### Register map, names as in the netlist

Scale: 3 px per um. Other sequential cells in the stronger gray, the rest of the logic in the fainter gray.
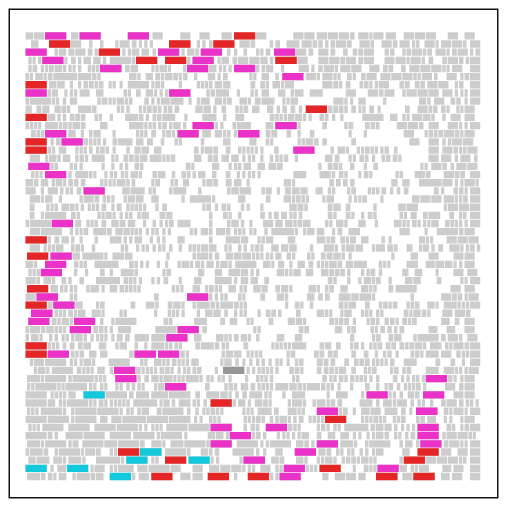
### M1 wires

Scale: 1.5 px per um.
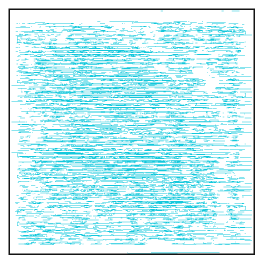
### A small window of the routed layout

Window x 109 to 134, y 109 to 134 um. Cells in gray, sequential cells in the stronger gray; small squares are vias.
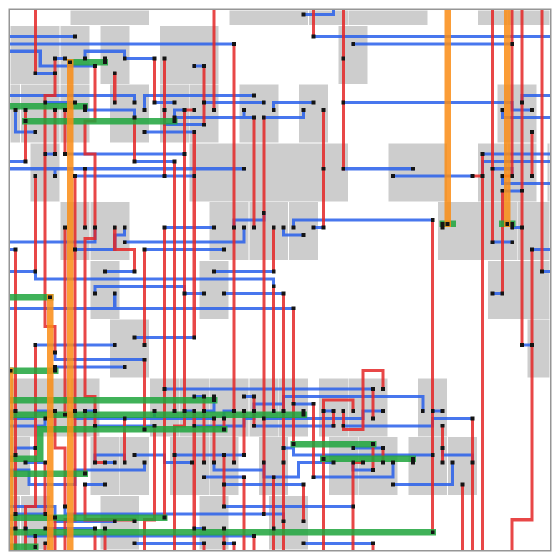
### Selected gate families

Scale: 1.5 px per um.
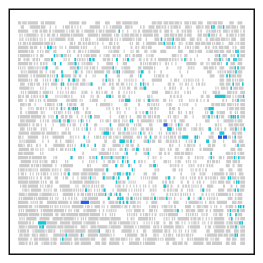
### Routing congestion

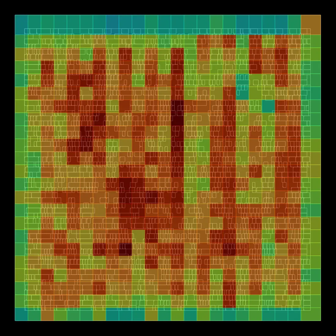
## config.mk

```make
export PLATFORM = sky130hd
export DESIGN_NAME = grf_scoreboard
export DESIGN_NICKNAME = d
export VERILOG_FILES = /design/src/rtl/grf_scoreboard.sv
export SDC_FILE = /design/constraint.sdc
export NUM_CORES = 1
export LEC_CHECK = 0
export ABC_AREA = 1
export CAP_MARGIN = 25
export CORE_MARGIN = 5
export CORE_UTILIZATION = 48
export CTS_BUF_LIST = sky130_fd_sc_hd__clkbuf_2 sky130_fd_sc_hd__clkbuf_4 sky130_fd_sc_hd__clkbuf_8
export CTS_CLUSTER_DIAMETER = 150
export CTS_CLUSTER_SIZE = 16
export DETAILED_ROUTE_END_ITERATION = 7
export PLACE_DENSITY = 0.85
export SETUP_SLACK_MARGIN = 0.02
export SKIP_LAST_GASP = 1
export SLEW_MARGIN = 40
export SYNTH_ARGS = -nofsm -noshare
export SYNTH_HDL_FRONTEND = slang
export SYNTH_SLANG_ARGS = --single-unit
export TNS_END_PERCENT = 5
```

## constraint.sdc

```tcl
create_clock -name Clk -period 9.7 [get_ports Clk]
set_clock_uncertainty 0.2 [all_clocks]
set_input_delay 2.425 -clock Clk [delete_from_list [all_inputs] [get_ports Clk]]
set_output_delay 2.425 -clock Clk [all_outputs]
set_load 0.02 [all_outputs]
```

## src/rtl/grf_scoreboard.sv

```systemverilog
// grf_scoreboard: D-stage read-after-write scoreboard for the P5 MIPS core.
// Holds a pending-write counter for each GPR. Issue of a GPR write bumps the
// counter, and the matching writeback drops it. A read of a register that
// still has writes outstanding stalls issue. Because the GRF cannot forward a
// same-cycle write to its read ports, this block forwards the writeback data
// onto the read operands itself.
module grf_scoreboard #(
  parameter int MAX_INFLIGHT = 3,
  parameter int CNT_W        = 2
) (
  input  logic        Clk,
  input  logic        Reset,
  input  logic        Issue_Valid,
  input  logic        Issue_We,
  input  logic [4:0]  Issue_Dst,
  input  logic        Src1_Use,
  input  logic [4:0]  Src1_Addr,
  input  logic        Src2_Use,
  input  logic [4:0]  Src2_Addr,
  input  logic [31:0] Grf_Rd1_In,
  input  logic [31:0] Grf_Rd2_In,
  input  logic        Wb_We,
  input  logic [4:0]  Wb_Addr,
  input  logic [31:0] Wb_Data,
  output logic        Stall_Out,
  output logic [31:0] Rd1_Out,
  output logic [31:0] Rd2_Out,
  output logic [31:0] Pending_Vec,
  output logic [6:0]  Inflight_Cnt,
  output logic        Err_Underflow
);

  localparam logic [CNT_W-1:0] CNT_MAX = CNT_W'(MAX_INFLIGHT);
  localparam logic [CNT_W-1:0] CNT_ONE = CNT_W'(1);

  logic [CNT_W-1:0] r_cnt [32];
  logic [31:0]      r_pending_vec;
  logic [6:0]       r_inflight_cnt;
  logic             r_err_underflow;

  logic [CNT_W-1:0] w_cnt_nxt [32];
  logic [31:0]      w_pending_nxt;
  logic [6:0]       w_inflight_nxt;
  logic [31:0]      w_inc_vec;
  logic [31:0]      w_dec_vec;

  logic [CNT_W-1:0] w_cnt_src1;
  logic [CNT_W-1:0] w_cnt_src2;
  logic [CNT_W-1:0] w_cnt_dst;
  logic [CNT_W-1:0] w_cnt_wb;
  logic             w_wb_hit_src1;
  logic             w_wb_hit_src2;
  logic             w_wb_hit_dst;
  logic             w_pend1_nz;
  logic             w_pend2_nz;
  logic             w_haz1;
  logic             w_haz2;
  logic             w_full;
  logic             w_stall;
  logic             w_accept;
  logic             w_underflow;

  // Per-source hazard, full-counter and underflow detection.
  // A writeback landing this cycle retires one pending write, so it counts
  // as already done when deciding whether a source read must wait.
  always_comb begin
    w_cnt_src1    = r_cnt[Src1_Addr];
    w_cnt_src2    = r_cnt[Src2_Addr];
    w_cnt_dst     = r_cnt[Issue_Dst];
    w_cnt_wb      = r_cnt[Wb_Addr];
    w_wb_hit_src1 = Wb_We && (Wb_Addr == Src1_Addr) && (Src1_Addr != 5'd0);
    w_wb_hit_src2 = Wb_We && (Wb_Addr == Src2_Addr) && (Src2_Addr != 5'd0);
    w_wb_hit_dst  = Wb_We && (Wb_Addr == Issue_Dst) && (Issue_Dst != 5'd0);
    w_pend1_nz    = (w_cnt_src1 > CNT_ONE) || ((w_cnt_src1 == CNT_ONE) && !w_wb_hit_src1);
    w_pend2_nz    = (w_cnt_src2 > CNT_ONE) || ((w_cnt_src2 == CNT_ONE) && !w_wb_hit_src2);
    w_haz1        = Src1_Use && (Src1_Addr != 5'd0) && w_pend1_nz;
    w_haz2        = Src2_Use && (Src2_Addr != 5'd0) && w_pend2_nz;
    // A full counter can still take a new issue if writeback frees a slot now.
    w_full        = Issue_We && (Issue_Dst != 5'd0) && (w_cnt_dst == CNT_MAX) && !w_wb_hit_dst;
    w_stall       = Issue_Valid && (w_haz1 || w_haz2 || w_full);
    w_accept      = Issue_Valid && !w_stall;
    w_underflow   = Wb_We && (Wb_Addr != 5'd0) && (w_cnt_wb == '0);
  end

  // Increment and decrement requests for each tracked register.
  always_comb begin
    w_inc_vec = '0;
    w_dec_vec = '0;
    for (int r = 1; r < 32; r++) begin
      w_inc_vec[r] = w_accept && Issue_We && (Issue_Dst == 5'(r));
      w_dec_vec[r] = Wb_We && (Wb_Addr == 5'(r)) && (r_cnt[r] != '0);
    end
  end

  // Next counter values plus the derived pending bitmap and total in flight.
  always_comb begin
    w_cnt_nxt      = r_cnt;
    w_cnt_nxt[0]   = '0;
    w_pending_nxt  = '0;
    w_inflight_nxt = '0;
    for (int r = 1; r < 32; r++) begin
      if (w_inc_vec[r] && !w_dec_vec[r]) begin
        w_cnt_nxt[r] = r_cnt[r] + CNT_ONE;
      end else if (w_dec_vec[r] && !w_inc_vec[r]) begin
        w_cnt_nxt[r] = r_cnt[r] - CNT_ONE;
      end
      w_pending_nxt[r] = (w_cnt_nxt[r] != '0);
      w_inflight_nxt   = w_inflight_nxt + 7'(w_cnt_nxt[r]);
    end
  end

  // State registers. Reset overrides any issue or writeback in the same cycle.
  always_ff @(posedge Clk) begin
    if (Reset) begin
      for (int r = 0; r < 32; r++) begin
        r_cnt[r] <= '0;
      end
      r_pending_vec   <= '0;
      r_inflight_cnt  <= '0;
      r_err_underflow <= 1'b0;
    end else begin
      for (int r = 0; r < 32; r++) begin
        r_cnt[r] <= w_cnt_nxt[r];
      end
      r_pending_vec  <= w_pending_nxt;
      r_inflight_cnt <= w_inflight_nxt;
      if (w_underflow) begin
        r_err_underflow <= 1'b1;
      end
    end
  end

  // Write-through bypass of the writeback data. $0 always reads as zero.
  always_comb begin
    if (Src1_Addr == 5'd0) begin
      Rd1_Out = '0;
    end else if (w_wb_hit_src1) begin
      Rd1_Out = Wb_Data;
    end else begin
      Rd1_Out = Grf_Rd1_In;
    end
    if (Src2_Addr == 5'd0) begin
      Rd2_Out = '0;
    end else if (w_wb_hit_src2) begin
      Rd2_Out = Wb_Data;
    end else begin
      Rd2_Out = Grf_Rd2_In;
    end
  end

  assign Stall_Out     = w_stall;
  assign Pending_Vec   = r_pending_vec;
  assign Inflight_Cnt  = r_inflight_cnt;
  assign Err_Underflow = r_err_underflow;

endmodule
```

==> Slide: Implementation Results <==
Implementation Results

Min path
  – WHS Path Cells: 3
  – Hold Crit Start: r_cnt[48]

Finish
  – Fraction of area in non-clock buffers: 26.4%
  – Cell type taking the most area: logic gates
  – Area occupied by registers: 0.00202 sq mm
  – Comb_multi_in: 1396
  – Antenna Cells: 0
  – Top cells excl fill/tap: nand2_1 (653), inv_1 (333), nand3_1 (243), buf_4 (215), clkdlybuf4s50_1 (205)
  – Fill count: 2011

Placed design
  – Pre-CTS WS: -752 ps
  – Gp weighted congestion: 1.04
  – Dpl cells: 2574

Power and ir drop
  – Worst vdd rail ir drop: 0.625 mV
  – Seq group: 496 uW
  – Combinational power: 1.98 mW
  – Internal power: 1.43 mW
  – P_sw: 1.32 mW
  – Seq pwr share: 18.0%
  – Pwr top: combinational cells

CTS
  – H-tree levels: 3
  – Root buffer cell: clkbuf_8

Outcome
  – Status: completed

GRT
  – Initial antenna violation count: 0

Timing
  – # setup viols final: 0
  – Worst Tran Pin Value: 744 ps
  – Min Hold Slack: 396 ps

Die
  – Total die area: 0.0263 sq mm
  – Core Box Area: 0.0227 sq mm

Routing
  – Iteration-0 DRC Markers: 1585

Critical path
  – R2R setup slack: 2070 ps
  – Critical Path RT: 9840 ps
  – Largest stage delay on the critical path: 610 ps
Back to the opening pictures, 'Register map, names as in the netlist':
- r_cnt: magenta (sequential cells 62; where all over the die)
- Inflight_Cnt: cyan (sequential cells 7; where lower left)
- Pending_Vec: red (sequential cells 31; where all over the die)
- not colored: 1

Back to the opening pictures, 'M1 wires':
- main direction: horizontal
- longest straight run: 78.7 um
- share of all routed wire: 38%
met1 GRT Util: 46.2%
Total Wirelength: 50100 um
Vias: 14.2k

Back to the opening pictures, 'A small window of the routed layout':
- met3: green
- met1: blue
- met2: red
- met4: orange
- cells with their middle in the window: 52
- sequential cells in the window: 0
- most frequent: nand2_1 (27), nand3_1 (14)

Back to the opening pictures, 'Selected gate families':
- XOR/XNOR gates: blue (cells 4; most used xor2_1)
- NOR gates: cyan (cells 200; most used nor2_1; where all over the die)

Back to the opening pictures, 'Routing congestion':
global route hottest layer: met2
GR Util All Layers: 36.5%

-- synth_stat cells (6+ instances only) --
cell	number	area, sq um
a21oi_1	55	275
buf_2	27	135
buf_6	8	90.1
clkbuf_1	29	109
dfxtp_1	101	2020
fa_1	57	1140
ha_1	41	513
inv_1	338	1270
inv_2	8	30.0
nand2_1	661	2480
nand2_2	6	37.5
nand3_1	246	1230
nand3_2	6	60.1
nand3b_1	12	90.1
nand4_1	6	37.5
nor2_1	146	548
nor3_1	38	190
nor4_1	10	62.6
o211ai_1	8	60.1
o21ai_0	61	305
o21ai_2	11	96.3
-- cell families (layout without fill, tap and decap cells) --
| logic type | Yosys count | after routing | share of synthesized area (%) |
|---|---|---|---|
| fa+ha+maj | 98 | 98 | 14.9 |
| compound gates | 146 | 146 | 7.32 |
| flops | 101 | 101 | 18.2 |
| buf+inv | 426 | 825 | 15.4 |
| xor+xnor | 4 | 4 | 0.315 |
| simple gates | 1147 | 1147 | 43.9 |
| other cells | 1 | 1 | 0.0337 |
-- critical path: cells and delay by family --
family	cells	cell delay, ps
and+or+nand+nor	12	1290
adders and majority gates	9	4030
AOI/OAI and AO/OA	2	190
buffers and inverters	12	1660
-- per-layer routing --
layer | vias to the layer above | part of all wire (%) | track usage [%]
li1 | 6715 | - | -
met1 | 6507 | 38 | 46.2
met2 | 852 | 45 | 59.6
met3 | 149 | 11 | 8.02
met4 | 0 | 5.6 | 16.4
met5 | - | 0 | 0
-- timing repair --
item | in CTS | in global routing
gates cloned | 1 | 0
buffers inserted | 4 | 12
pin swaps | 5 | 33
resized | 37 | 60
endpoints found under the setup margin | 4 | 5
-- state kept, by name, summed over array words and instances, names as in the netlist --
signal,cells
Pending_Vec,31
r_cnt,62
Inflight_Cnt,7
Err_Underflow,1
Power and IR drop assume default switching activity.
